### Sizing map, run 1

Drawn at 4 px/um.
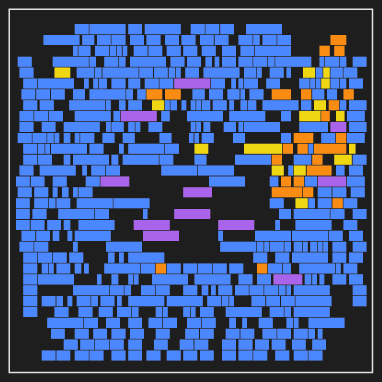
### Placement by cell class, run 1

Drawn at 4 px/um.
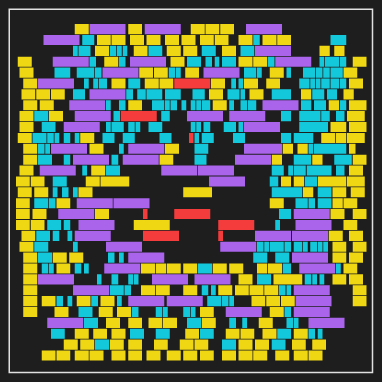
### Met1 routing, run 1

Drawn at 4 px/um.
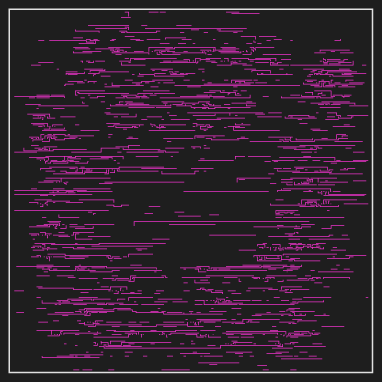
### config.mk
export PLATFORM = sky130hd
export DESIGN_NAME = regfile_wb_arbiter
export DESIGN_NICKNAME = d
export VERILOG_FILES = /design/src/rtl/regfile_wb_arbiter.sv
export SDC_FILE = /design/constraint.sdc
export NUM_CORES = 1
export LEC_CHECK = 0
export ABC_AREA = 0
export CORE_MARGIN = 1
export CORE_UTILIZATION = 37
export CTS_BUF_LIST = sky130_fd_sc_hd__clkbuf_16
export DETAILED_ROUTE_END_ITERATION = 10
export MAX_ROUTING_LAYER = met4
export PLACE_DENSITY = 0.89
export SKIP_CTS_REPAIR_TIMING = 1
export SLEW_MARGIN = 30
export SYNTH_ARGS = -nofsm -noshare
export SYNTH_HDL_FRONTEND = slang
export SYNTH_SLANG_ARGS = --single-unit
### constraint.sdc
create_clock -name clk -period 3.89 [get_ports clk]
set_clock_uncertainty 0.2 [all_clocks]
set_input_delay 0.389 -clock clk [delete_from_list [all_inputs] [get_ports clk]]
set_output_delay 0.389 -clock clk [all_outputs]
set_load 0.01 [all_outputs]
### src/rtl/regfile_wb_arbiter.sv
// Round-robin arbiter sharing the register file write port between NUM_REQ
// writeback requesters, with a registered write stage and a conflict counter.
module regfile_wb_arbiter #(
  parameter int NUM_REQ = 3,
  parameter int CNT_W   = 16
) (
  input  logic                 clk,
  input  logic                 rst,
  input  logic                 stall,
  input  logic [NUM_REQ-1:0]   req_valid,
  input  logic [NUM_REQ*5-1:0] req_addr,
  input  logic [NUM_REQ*32-1:0] req_data,
  output logic [NUM_REQ-1:0]   req_ready,
  output logic                 write_enable,
  output logic [4:0]           address3,
  output logic [31:0]          write_data,
  output logic                 pend_valid,
  output logic [4:0]           pend_addr,
  output logic [CNT_W-1:0]     conflict_cnt
);
  localparam int PTR_W = $clog2(NUM_REQ);
  localparam logic [PTR_W:0]   NR   = (PTR_W+1)'(NUM_REQ);
  localparam logic [PTR_W-1:0] LAST = PTR_W'(NUM_REQ - 1);

  logic [PTR_W-1:0]   ptr, ptr_nxt, off, gnt_idx;
  logic [PTR_W:0]     sum;
  logic [NUM_REQ-1:0] rot, gnt;
  logic               found, xfer, multi;
  logic [4:0]         sel_addr;
  logic [31:0]        sel_data;

  // Rotate valids so the highest-priority requester sits at bit 0.
  always_comb begin
    rot   = NUM_REQ'({req_valid, req_valid} >> ptr);
    found = 1'b0;
    off   = '0;
    for (int k = 0; k < NUM_REQ; k++) begin
      if (!found && rot[k]) begin
        found = 1'b1;
        off   = PTR_W'(k);
      end
    end
    sum     = {1'b0, ptr} + {1'b0, off};
    gnt_idx = (sum >= NR) ? PTR_W'(sum - NR) : PTR_W'(sum);
    gnt     = NUM_REQ'(1) << gnt_idx;
    ptr_nxt = (gnt_idx == LAST) ? '0 : gnt_idx + PTR_W'(1);
  end

  assign req_ready = (found && !stall && !rst) ? gnt : '0;
  assign xfer      = |req_ready;

  always_comb begin
    sel_addr = '0;
    sel_data = '0;
    for (int i = 0; i < NUM_REQ; i++) begin
      if (gnt_idx == PTR_W'(i)) begin
        sel_addr = req_addr[5*i +: 5];
        sel_data = req_data[32*i +: 32];
      end
    end
  end

  always_ff @(posedge clk or posedge rst) begin
    if (rst) begin
      ptr          <= '0;
      write_enable <= 1'b0;
      address3     <= '0;
      write_data   <= '0;
    end else if (xfer) begin
      ptr          <= ptr_nxt;
      write_enable <= (sel_addr != 5'd0);  // x0 writes handshake but are dropped
      address3     <= sel_addr;
      write_data   <= sel_data;
    end else begin
      write_enable <= 1'b0;
    end
  end

  assign multi = |(req_valid & (req_valid - NUM_REQ'(1)));

  always_ff @(posedge clk or posedge rst) begin
    if (rst)
      conflict_cnt <= '0;
    else if (!stall && multi && (conflict_cnt != '1))
      conflict_cnt <= conflict_cnt + CNT_W'(1);
  end

  assign pend_valid = write_enable;
  assign pend_addr  = address3;
endmodule
==> Changelog: implementation, run 1 <==
### Implementation results

- Fin nets: between 500 and 600
- # diodes: 0
- Post-route cell area: 5120 um^2
- Cycle use final: between 90% and 100%
- Adder Area Share: 1.99%
- CTS H-tree lvls: 2
- Post-placement cell count: roughly 560
- PD cells: slightly below 900 nW/um^2
- Final setup viols: 0
- Register area: between 1000 and 1500 um^2
- Register share after synthesis: 48.4%
- Finished Layout Cells: 573
- Final ANT Viol Nets: 0
- Total GRT Usage: between 20% and 30%
- I/O pin cnt: between 150 and 200
- Die Height: between 90 and 100 um
- Slew margin rel.: 51.3%
- Simple-Gate Area Share: between 10% and 20%
- Syn Nets: 413
- EDFF count, synth: 0
- Critical Path Source: ptr[1]
- Crit path DAT: ~3100 ps
- Well-Tap Cells: slightly below 100
- Worst hold path type: reg2reg
- Top Layout Cells: clkdlybuf4s50_1, dfrtp_1, nand2_1
- Slowest cell on the critical path: dfrtp_2
- Worst setup path category: reg2out
- Yosys cell count: 292
- Count of tool warnings: 26
- Final setup margin: 198 ps
- Flops: roughly 56
- Sink count of the clock tree: between 50 and 60
- Gate Count Post-Synth: approximately 290
- Estimated wirelength of the detail-placed design: between 7 and 8 mm
- Comb gate area: roughly 1400 um^2
- Insertion Delay late pin: just under 300 ps
- Multi-input gates: between 150 and 200
- Drt drc: 0
- Setup WS pre-CTS: -296 ps
- Max Freq: roughly 270 MHz
- Worst vdd ir: approximately 0.52 mV
- Xor+xnor area frac: under 10%
- Area fraction in compound gates: 23.4%
- Synth Flop Type: dfrtp_1
- Top non-seq family: AND-OR/OR-AND gates
- FF-to-FF path depth: 15
- TritonCTS Buffers: 5
- Grt ovf: 0
- Crit-path max cell delay: 460 ps
- Worst slew pin tran: between 700 and 800 ps
- Total number of vias: between 3k and 4k
- Initial drt markers: a little under 300
- Via-to-Cell Ratio: roughly 5.5
- Inverters: 10
- Crit path DRT: between 3000 and 4000 ps
- Ratio of cells with drive above 1 in the final layout: a little over a tenth
- Initial antenna violation count: 0
- Crit Reg-Reg Endpoint: pend_valid
- Status: finished, final reports clean
- Worst setup EP type: primary output
- Sequential portion of the cell area: 27.4%
- Hold Fails Final Rpt: 0
- Min Clock Period, post-route: roughly 3700 ps
- Crit-path most repeated cell: inv_1
- Largest net degree at the start of global routing: around 43
- Top cell excl fill/tap: clkdlybuf4s50_1
- Pre-antenna DRT Iters: 9
- Largest class: buffers
- Pre-Place Util: 39.1%
- Final Max-Slew Violation Tally: 0
- Logic share of the area: 27.0%
- Final GP Congestion: 0.833
- Fill cells: 562
- Fin Setup TNS: 0 ps
- Non-CTS buffers: 201
- Synth Register Bits: approximately 56
- Async SR Flop Fraction: 100%
- Vias in the first global route: around 3.2k
- Critical Path Start Type: flop
- Hold depth: 2
- Reg2reg setup slack: approximately 220 ps
- Die Wd: between 90 and 100 um
- Avg Synthesized Cell Area: 9.92 um^2
- Crit-path cells: inv_4 > nor2_2 > a221oi_1 > a21oi_1 > ha_2 > inv_1 > fa_1 > inv_1 > ha_1 > nand3b_1 > mux2i_4 > nor2b_2 > dlymetal6s2s_1
- Area post-placement: approximately 5000 um^2
- Bufs on Longest Clock Path: 2
- Total power: 4.56 mW
- Syn-to-layout area delta: 76.9%
- Endpoint, Worst Hold: write_data[8]
- Root Buffer Master: clkbuf_16
## Picture notes: 'Sizing map'
Blue marks x1 and smaller, cells 423, share 89%, most used clkdlybuf4s50_1. Yellow marks x2, cells 15, share 3.2%. Purple marks x6 and larger, cells 11, share 2.3%, most used clkbuf_16. Orange marks x3 and x4, cells 25, share 5.3%, most used buf_4.

## Picture notes: 'Placement by cell class'
Purple marks registers, cells 56, share of their area 28%. Red marks clock drivers and dummy loads, cells 8, share of their area 2.7%. Yellow marks remaining buffers and delay cells, cells 201, share of their area 41%. Cyan marks remaining logic cells, cells 209, share of their area 28%.

## Picture notes: 'Met1 routing'
The layer holds 40% of the routed length. The layer carries 3940 um of wire.

[run 1: flip-flops by register name, indices dropped and copies added, names as in the netlist]
register	count
pend_valid	1
conflict_cnt	16
write_data	32
address3	5
ptr	2
[run 1: kinds of logic (layout without fill, tap and decap cells)]
family,count (synthesis),after routing
AOI/OAI and AO/OA,90,90
and+or+nand+nor,87,87
DFF,56,56
buffers and inverters,37,219
xor gates and xnor gates,15,15
adders and majority gates,4,4
muxes,3,3
[run 1: critical path: cells and delay by family (launching register included)]
family,cells,cell delay (ps)
simple gates,3,450
compound gates,2,390
fa+ha+maj,3,810
flops,1,460
mux,1,270
buf+inv,4,440
[run 1: power by group]
| group | switching, mW | internal, mW | total, mW |
|---|---|---|---|
| Combinational | 1.56 | 1.59 | 3.15 |
| Clock | 0.192 | 0.232 | 0.425 |
| Sequential | 0.176 | 0.813 | 0.989 |
| Total | 1.92 | 2.64 | 4.56 |
[run 1: layer usage]
layer	global-route usage, %	part of all wire [%]	up-vias
met3	3.20	4.8	19
met1	29.6	40	1507
met4	8.47	2.0	0
met2	42.3	53	145
li1	-	-	1455
met5	-	0	-
[run 1: Yosys cell counts (2+ instances only)]
library cell  count  area [um^2]
mux2i_1           2         20.0
nor2b_1           4         25.0
xnor2_1           4         35.0
o21ai_0          38          190
nand2_1          42          158
buf_1             5         18.8
nand4_1           4         25.0
buf_4             7         52.6
buf_2             9         45.0
a21o_1            4         30.0
inv_1            10         37.5
ha_1              3         37.5
a222oi_1         36          360
xor2_1           11         96.3
nor3b_1           2         15.0
nand3_1           5         25.0
nor2_1           15         56.3
nor3_1            5         25.0
clkbuf_1          5         18.8
or4_4             2         22.5
dfrtp_1          56         1400
a21oi_1           3         15.0
==> run 2, diff against run 1 <==
--- a/config.mk
+++ b/config.mk
@@ -9,11 +9,12 @@
 export CORE_MARGIN = 1
 export CORE_UTILIZATION = 37
 export CTS_BUF_LIST = sky130_fd_sc_hd__clkbuf_16
+export CTS_CLUSTER_DIAMETER = 50
 export DETAILED_ROUTE_END_ITERATION = 10
 export MAX_ROUTING_LAYER = met4
 export PLACE_DENSITY = 0.89
-export SKIP_CTS_REPAIR_TIMING = 1
 export SLEW_MARGIN = 30
 export SYNTH_ARGS = -nofsm -noshare
 export SYNTH_HDL_FRONTEND = slang
 export SYNTH_SLANG_ARGS = --single-unit
+export TNS_END_PERCENT = 1
==> run 2 against run 1 <==
Maximum frequency shrank 2.3%; utilization shrank 0.73 points; register-to-register slack lost 90 ps; routed wire length shrank 1.1%; non-clock buffer count shrank 1; die area is the same; via count grew 0.22%; global-route usage grew 0.093 points; critical path type unchanged; critical endpoint is now req_ready[2]; largest power group unchanged.
==> Changelog: implementation, run 2 <==
### Implementation results

- Status: finished, final reports clean
- Sw frac: 42.9% (+0.79 points)
- Row cnt: 31
- CTS H-tree lvls: 2 (unchanged)
- Final ANT Viol Nets: 0 (unchanged)
- Post-CTS Hold Buffers: 0
- Setup WS pre-CTS: -296 ps (unchanged)
- Core ar.: approximately 7400 um^2
- Hold slack: between 200 and 300 ps
- Worst setup path category: reg2out
- Die area: just over 8000 um^2
- Hold Fails Final Rpt: 0 (unchanged)
- Fin nets: 593 (-0.17%)
- Worst slew pin tran: 728 ps (-2.28 ps)
- Max reg flops: 32 (unchanged)
- CTS tree: built
- Psw: 1.85 mW (-3.7%)
- Synth Register Bits: 56 (unchanged)
- Crit path DRT: 3300 ps (about the same)
- Total number of vias: 3133 (+0.22%)
- Slew margin rel.: 51.4% (+0.15 points)
- Syn Nets: 413 (unchanged)
- Top Layout Cells: clkdlybuf4s50_1, dfrtp_1, nand2_1
- Root Buffer Master: clkbuf_16
- Async SR Flop Fraction: 100% (unchanged)
- Top Consumer: combinational cells
- Fill cells: 577 (+2.7%)
- Crit path DAT: 3190 ps (+90 ps)
- Avg Synthesized Cell Area: 9.92 um^2 (unchanged)
- Cts repair resizes: 9
- Clock transition at path regs: 70 ps
- Comb group: 2.90 mW (-7.9%)
- Total Wirelength: between 9 and 10 mm
- Register share after synthesis: 48.4% (unchanged)
- Biggest regs: write_data x32, conflict_cnt x16, address3 x5
- Yosys top cell by area: dfrtp_1
- Critical Path Start Type: flop
- Via-to-Cell Ratio: 5.48 (+0.40%)
- Worst vdd ir: 0.471 mV (-8.7%)
- Initial antenna violation count: 0 (unchanged)
- Min-Delay Startpoint: write_data[8]
- PortBufs: about 180
- Yosys cell count: 292 (unchanged)
- Util after Layout: between 60% and 70%
- Largest register by flop count: write_data
- Fin Setup TNS: 0 ps (unchanged)
- Pre-Place Util: 39.1% (unchanged)
- Gate Count Post-Synth: 292 (unchanged)
- Top post-synthesis cells by area: dfrtp_1, a222oi_1, o21ai_0, nand2_1, xor2_1
- I/O pin cnt: 180 (unchanged)
- Vias in the first global route: 3175 (+0.25%)
- Top cell excl fill/tap: clkdlybuf4s50_1
- Post-route cell area: 5070 um^2 (-1.1%)
- Cycle use final: 97.2% (+2.3 points)
- Drt drc: 0 (unchanged)
- Total power: 4.32 mW (-5.4%)
- Insertion Delay late pin: 290 ps (about the same)
- Leak pwr: between 2 and 2.5 nW
- Sink count of the clock tree: 56 (unchanged)
- Syn-to-layout area delta: 75.0%
- Yosys stat chip area: between 2000 and 3000 um^2
- Yosys warning tally: 0
- Estimated wirelength of the detail-placed design: 7.18 mm (unchanged)
- Cell with the most instances after synthesis: dfrtp_1
- Reg power frac: 22.9% (+1.2 points)
- Max Freq: 265 MHz (-2.3%)
- Min Clock Period, post-route: 3780 ps (+88.6 ps)
- Sequential cell power: 0.989 mW (about the same)
- Unique masters post-synth: between 40 and 50
- Final setup margin: 110 ps (-88.6 ps)
- Pre-antenna DRT Iters: 6 (-3)
- Area post-placement: 4850 um^2 (unchanged)
- Synth Flop Type: dfrtp_1
- First-pass GRT wire length: 15.9 mm
- Die Height: 90.5 um (unchanged)
- Final GP Congestion: 0.833 (unchanged)
- Post-placement cell count: 562 (unchanged)
- PD cells: 852 nW/um^2 (-4.4%)
- Worst setup EP type: primary output
- Post-synthesis cell area: between 2000 and 3000 um^2
- Ratio of cells with drive above 1 in the final layout: 10.4% (-0.40 points)
- TritonCTS Buffers: 5 (unchanged)
- Critical Path Source: ptr[1]
- Max cap viols: 0
- Count of tool warnings: 26 (unchanged)
- Power Clock: 0.424 mW (about the same)
- Grt ovf: 0 (unchanged)
- Initial drt markers: 254 (-15%)
- Bufs on Longest Clock Path: 2 (unchanged)
- Setup bufs post-CTS: 1
- Clock share of power: 9.8% (+0.5 points)
- Critical Path Fanout Max: 5
- Final Max-Slew Violation Tally: 0 (unchanged)
- Worst hold path type: reg2reg
- Die Wd: 90.5 um (unchanged)
- # diodes: 0 (unchanged)
- Commonest cells in the netlist: dfrtp_1, nand2_1, o21ai_0
- Final setup viols: 0 (unchanged)
- Area share, top type: 48.4% (unchanged)
- Logic pwr share: 67.2% (-1.8 points)
- EDFF count, synth: 0 (unchanged)
- Finished Layout Cells: 572 (-0.17%)
- Largest net degree at the start of global routing: 43 (unchanged)
- Int Power: 2.46 mW (-6.7%)
## run 2: cell counts after synthesis
Identical to the previous run, type by type.
## run 2: path summary, 6_finish.rpt
| kind | endpoint | slack (ps) | depth (start not counted) |
|---|---|---|---|
| max in group asynchronous | write_data[24] | 2460 | 3 |
| setup / recovery | req_ready[2] | 110 | 14 |
| hold / removal | write_data[8] | 280 | 2 |
| min in group asynchronous | write_data[30] | 350 | 2 |
| setup reg to reg | pend_valid | 130 | 15 |
| hold reg to reg | write_data[8] | 280 | 2 |
## run 2: worst max-delay path, cell delays in order, from the launching register on
cell	delay (ps)
dfrtp_2	470
inv_4	110
nor2_2	50
a221oi_2	260
a21oi_1	80
ha_2	180
inv_1	80
fa_1	450
inv_1	90
ha_2	200
nand3b_1	200
buf_4	150
o211a_1	180
nor2b_1	150
clkdlybuf4s15_1	250
## run 2: cell type report
type,instances,area [um^2],area share [%]
Timing Repair Buffer,200,1980,39.2
Sequential cell,56,1400,27.7
Multi-Input combinational cell,199,1380,27.2
Clock buffer,5,125,2.47
Tap cell,99,124,2.44
Inverter,10,41.3,0.815
Clock inverter,3,11.3,0.222
## run 2: cell families (layout without fill, tap and decap cells)
family                   count (synthesis)  after routing  share of synthesized area [%]
AND-OR/OR-AND                           90             90                           23.4
AND/OR/NAND/NOR                         87             87                           14.2
flip-flops                              56             56                           48.4
buffers and inverters                   37            218                           6.35
XOR/XNOR                                15             15                           4.54
adder cells (fa/ha/maj)                  4              4                           1.99
multiplexers                             3              3                           1.08
## run 2: layer usage
metal  GRT usage, %  share of wire, %  up-vias
met1           29.6                40     1521
li1               -                 -     1454
met2           42.6                53      139
met4           8.33               2.1        0
met3           3.28               4.9       19
met5              -                 0        -
### Layout detail, run 2

Region (10, 55) to (35, 80) um. Cells in grey, sequential cells in the stronger grey; small squares are vias.
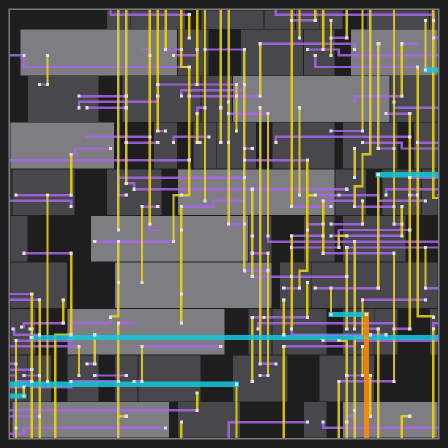
Cyan marks M3. Yellow marks M2. Orange marks M4. Purple marks M1.
Sequential cells in the window: 10. Netlist names of flops here include conflict_cnt (6), write_data (4). Most frequent: dfrtp_1 (10), clkdlybuf4s50_1 (8), nand2_1 (4). 45 logic cells have their middle in the window.

### Routing congestion, run 2

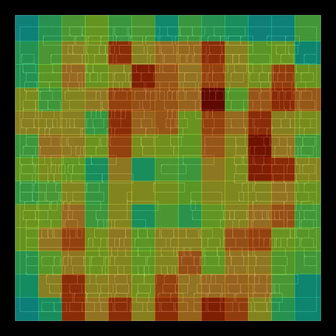
GR Util met1: 29.6%
drt wl/cell: 17.2 um
Total GRT Usage: 24.7%
routing usage on met2: 42.6%
GR peak layer: met2

Power and IR drop assume default switching activity.
